**Cell placement**

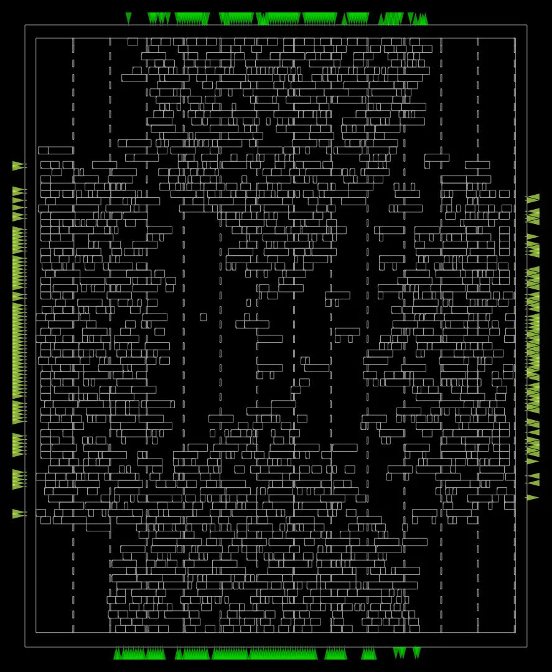
**A small window of the routed layout**

Region (69, 138) to (119, 188) um. Cells in gray, sequential cells in the stronger gray; small squares are vias.
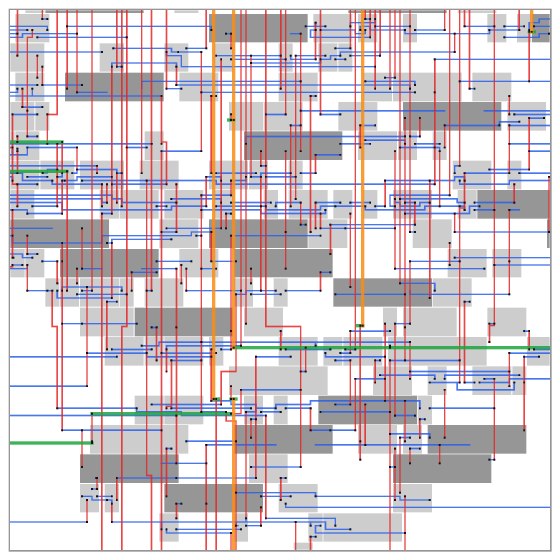
**PDN straps and rails**

Scale: 2 px per um. Pins as bars on the die edge.
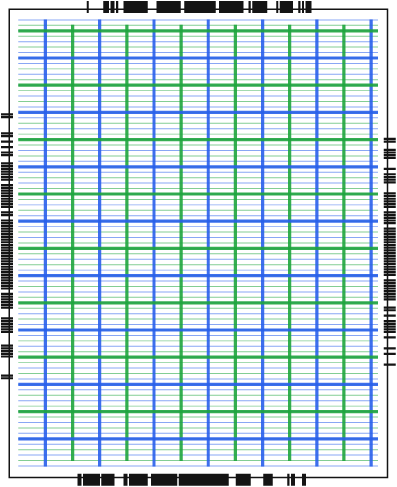
**Wire density map**

Scale: 1.5 px per um. 19 x 23 tiles, from dark purple (low) to yellow (high), scaled to the fullest tile. Values are wire area over tile area, all layers added.
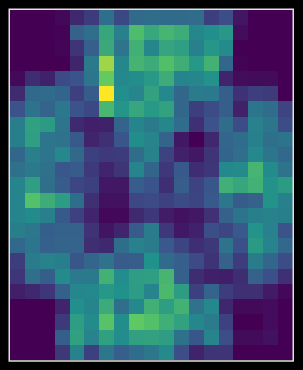
<file path="src/rtl/blck_serializer.sv">
// Streams one BLCK_SIZE-bit block out on a BUS_SIZE-bit valid/ready bus, MSB word first,
// masking bytes past the block length. Optional BLCK_SERIALIZER_ZEROIZE_EN scrubs the register.
module blck_serializer #(
  parameter int unsigned BUS_SIZE  = 32,
  parameter int unsigned BLCK_SIZE = 256,
  localparam int unsigned BUSdiv8  = BUS_SIZE / 8,
  localparam int unsigned BLCKdiv8 = BLCK_SIZE / 8,
  localparam int unsigned LENW     = $clog2(BLCKdiv8) + 1,
  localparam int unsigned BW       = $clog2(BUSdiv8) + 1
) (
  input  logic                 clk,
  input  logic                 rst,
  input  logic [BLCK_SIZE-1:0] blck_in,
  input  logic [LENW-1:0]      blck_in_len,
  input  logic                 blck_in_last,
  input  logic                 blck_in_valid,
  output logic                 blck_in_ready,
  output logic [BUS_SIZE-1:0]  data_out,
  output logic [BW-1:0]        data_out_bytes,
  output logic                 data_out_eot,
  output logic                 data_out_valid,
  input  logic                 data_out_ready
);

  typedef enum logic {StIdle, StSend} state_e;

  state_e               state_q, state_d;
  logic [BLCK_SIZE-1:0] shreg_q, shreg_d;
  logic [LENW-1:0]      rem_q, rem_d;
  logic                 last_q, last_d;

  logic [LENW-1:0]      len_sat;
  logic [LENW-1:0]      word_bytes;
  logic                 rem_is_tail;
  logic [BUS_SIZE-1:0]  top_word;

  always_ff @(posedge clk or posedge rst) begin
    if (rst) begin
      state_q <= StIdle;
      shreg_q <= '0;
      rem_q   <= '0;
      last_q  <= 1'b0;
    end else begin
      state_q <= state_d;
      shreg_q <= shreg_d;
      rem_q   <= rem_d;
      last_q  <= last_d;
    end
  end

  always_comb begin
    len_sat     = (blck_in_len > LENW'(BLCKdiv8)) ? LENW'(BLCKdiv8) : blck_in_len;
    rem_is_tail = (rem_q <= LENW'(BUSdiv8));
    word_bytes  = rem_is_tail ? rem_q : LENW'(BUSdiv8);
    top_word    = shreg_q[BLCK_SIZE-1 -: BUS_SIZE];
  end

  // Outputs are pure functions of registered state: no path from blck_in or data_out_ready.
  always_comb begin
    blck_in_ready  = (state_q == StIdle);
    data_out_valid = (state_q == StSend);
    data_out_bytes = data_out_valid ? BW'(word_bytes) : '0;
    data_out_eot   = data_out_valid & last_q & rem_is_tail;
    data_out       = '0;
    for (int unsigned i = 0; i < BUSdiv8; i++) begin
      if (BW'(i) < data_out_bytes) begin
        data_out[BUS_SIZE-1-8*i -: 8] = top_word[BUS_SIZE-1-8*i -: 8];
      end
    end
`ifdef BLCK_SERIALIZER_ZEROIZE_EN
    if (!data_out_valid) begin
      data_out = '0;
    end
`endif
  end

  always_comb begin
    state_d = state_q;
    shreg_d = shreg_q;
    rem_d   = rem_q;
    last_d  = last_q;
    unique case (state_q)
      StIdle: begin
        if (blck_in_valid) begin
          shreg_d = blck_in;
          rem_d   = len_sat;
          last_d  = blck_in_last;
          if (len_sat != '0) begin
            state_d = StSend;
          end else begin
`ifdef BLCK_SERIALIZER_ZEROIZE_EN
            shreg_d = '0;
            last_d  = 1'b0;
`endif
          end
        end
      end
      StSend: begin
        if (data_out_ready) begin
          shreg_d = shreg_q << BUS_SIZE;
          rem_d   = rem_q - word_bytes;
          if (rem_is_tail) begin
            state_d = StIdle;
`ifdef BLCK_SERIALIZER_ZEROIZE_EN
            shreg_d = '0;
            last_d  = 1'b0;
`endif
          end
        end
      end
      default: state_d = StIdle;
    endcase
  end

endmodule

</file>
<file path="config.mk">
export PLATFORM = sky130hd
export DESIGN_NAME = blck_serializer
export DESIGN_NICKNAME = d
export VERILOG_FILES = /design/src/rtl/blck_serializer.sv
export SDC_FILE = /design/constraint.sdc
export NUM_CORES = 1
export LEC_CHECK = 0
export CORE_ASPECT_RATIO = 1.25
export CORE_MARGIN = 4
export CORE_UTILIZATION = 30
export DETAILED_ROUTE_END_ITERATION = 7
export HOLD_SLACK_MARGIN = 0.03
export PLACE_DENSITY_LB_ADDON = 0.3
export SYNTH_ARGS = -nofsm -noshare
export SYNTH_HDL_FRONTEND = slang
export SYNTH_SLANG_ARGS = --single-unit
</file>
<file path="constraint.sdc">
create_clock -name clk -period 19.05 [get_ports clk]
set_clock_uncertainty 0.15 [all_clocks]
set_input_delay 3.81 -clock clk [delete_from_list [all_inputs] [get_ports clk]]
set_output_delay 3.81 -clock clk [all_outputs]
set_load 0.01 [all_outputs]
</file>
==> notes.md <==
The run finished with clean final reports. Largest register by flop count: shreg_q. Entering global routing, the biggest net connects 279 pins. Per the OpenROAD timing report, the critical path contains 5 cells. The top cell types in the final layout, fill and taps aside, are 304 x clkdlybuf4s50_1, 263 x dfrtp_1, 231 x nand2_1, 224 x mux2i_1, 210 x o21ai_0.

In this run, synthesis inferred 0 flip-flops with an integrated enable. With the number of I/O port buffers at 304, the worst path required time is 15.09 ns. Per the layout area report, the register area comes to 6610 um2. For the initial standard-cell utilization of the core, the log shows 30.4%.

The first global-routing pass estimated 52100 um of wire. The number of global-route vias before repair was 9045. For the number of nets in the final layout, the log shows 1667.

The cell class with the largest area share was flip-flops and latches. Setup repair after global routing left no endpoint under its margin. The proportion of synthesized chip area in sequential cells came out at 54.2%. Across all stage logs, warnings added up to 32. Global routing used 24.8% of the available met2 tracks. The sequential cell power is 0.000979 W. The run gives 0.06 ns for the CTS clock-pin slew for the worst setup and hold paths. Kind of start point of the critical path: a flip-flop.

Per the synthesis report, the dominant area consumer among library cells is dfrtp_1. For the number of clock-tree buffers in the layout, the log shows 43. In the post-synthesis netlist, the biggest area contributors are dfrtp_1 54%, mux2i_1 18%, o21ai_0 8.6%. The group drawing the most power is registers.

Buffers outside the clock tree occupy 19.0% of the routed design's cell area. When the netlist entered floorplanning its net count stood at 1412. The run gives 12200 um2 as the chip area in the Yosys report.
## Picture notes: 'cell placement'
non-filler instance count after layout: 1970
sequential cell area share: 40.2%
number of fill cells in the layout: 3959
number of rows created at floorplan: 82
core outline area: 40100 um2

## Picture notes: 'a small window of the routed layout'
legend:
  red:
    layer: metal 2
  blue:
    layer: metal 1
  orange:
    layer: metal 4
  green:
    layer: metal 3
cells with their middle in the window: 118
most frequent: nand2_1 (20), mux2i_1 (20), o21ai_0 (18)
sequential cells in the window: 17
netlist names of flops here include: `shreg_q` (16), `rem_q` (1)

## Picture notes: 'PDN straps and rails'
legend:
  blue:
    net: VSS
  green:
    net: VDD
met1 rails: 83
met4 straps: 13
met5 straps: 16
Die Width: 188 um
die height: 233 um
Max IR drop VDD: 0.112 mV

## Picture notes: 'wire density map'
tiles over half the peak: 16%
fullest tile: 0.41
densest ninth of the die: north
nearly empty tiles: 12%
emptiest ninth of the die: south-east
mean over tiles: 0.12
final wirelength: 33900 um
Routed wire per std cell: 17.2 um
via count: 8841

## metrics by stage
stage	worst slack (ns)	utilization [%]	area, um2	total power, W
final	10.54	41.0	16500	0.00240
after floorplan	7.82	-	12200	0.00159
after global placement	11.14	38.8	15500	0.00187
after CTS	10.49	41.0	16400	0.00245
after detailed placement	11.10	38.8	15500	0.00190
after global routing	10.34	41.0	16500	0.00259
## cells by family (layout without fill, tap and decap cells)
| kind of cell | Yosys count | after routing | share of synthesized area [%] |
|---|---|---|---|
| adders and majority gates | 1 | 1 | 0.103 |
| other | 1 | 8 | 0.0307 |
| and+or+nand+nor | 281 | 281 | 9.73 |
| DFF | 264 | 264 | 54.2 |
| buffers and inverters | 91 | 364 | 4.07 |
| AOI/OAI and AO/OA | 280 | 280 | 13.3 |
| muxes | 226 | 226 | 18.6 |
No activity file was given, so power comes from the tool's default toggle rates.
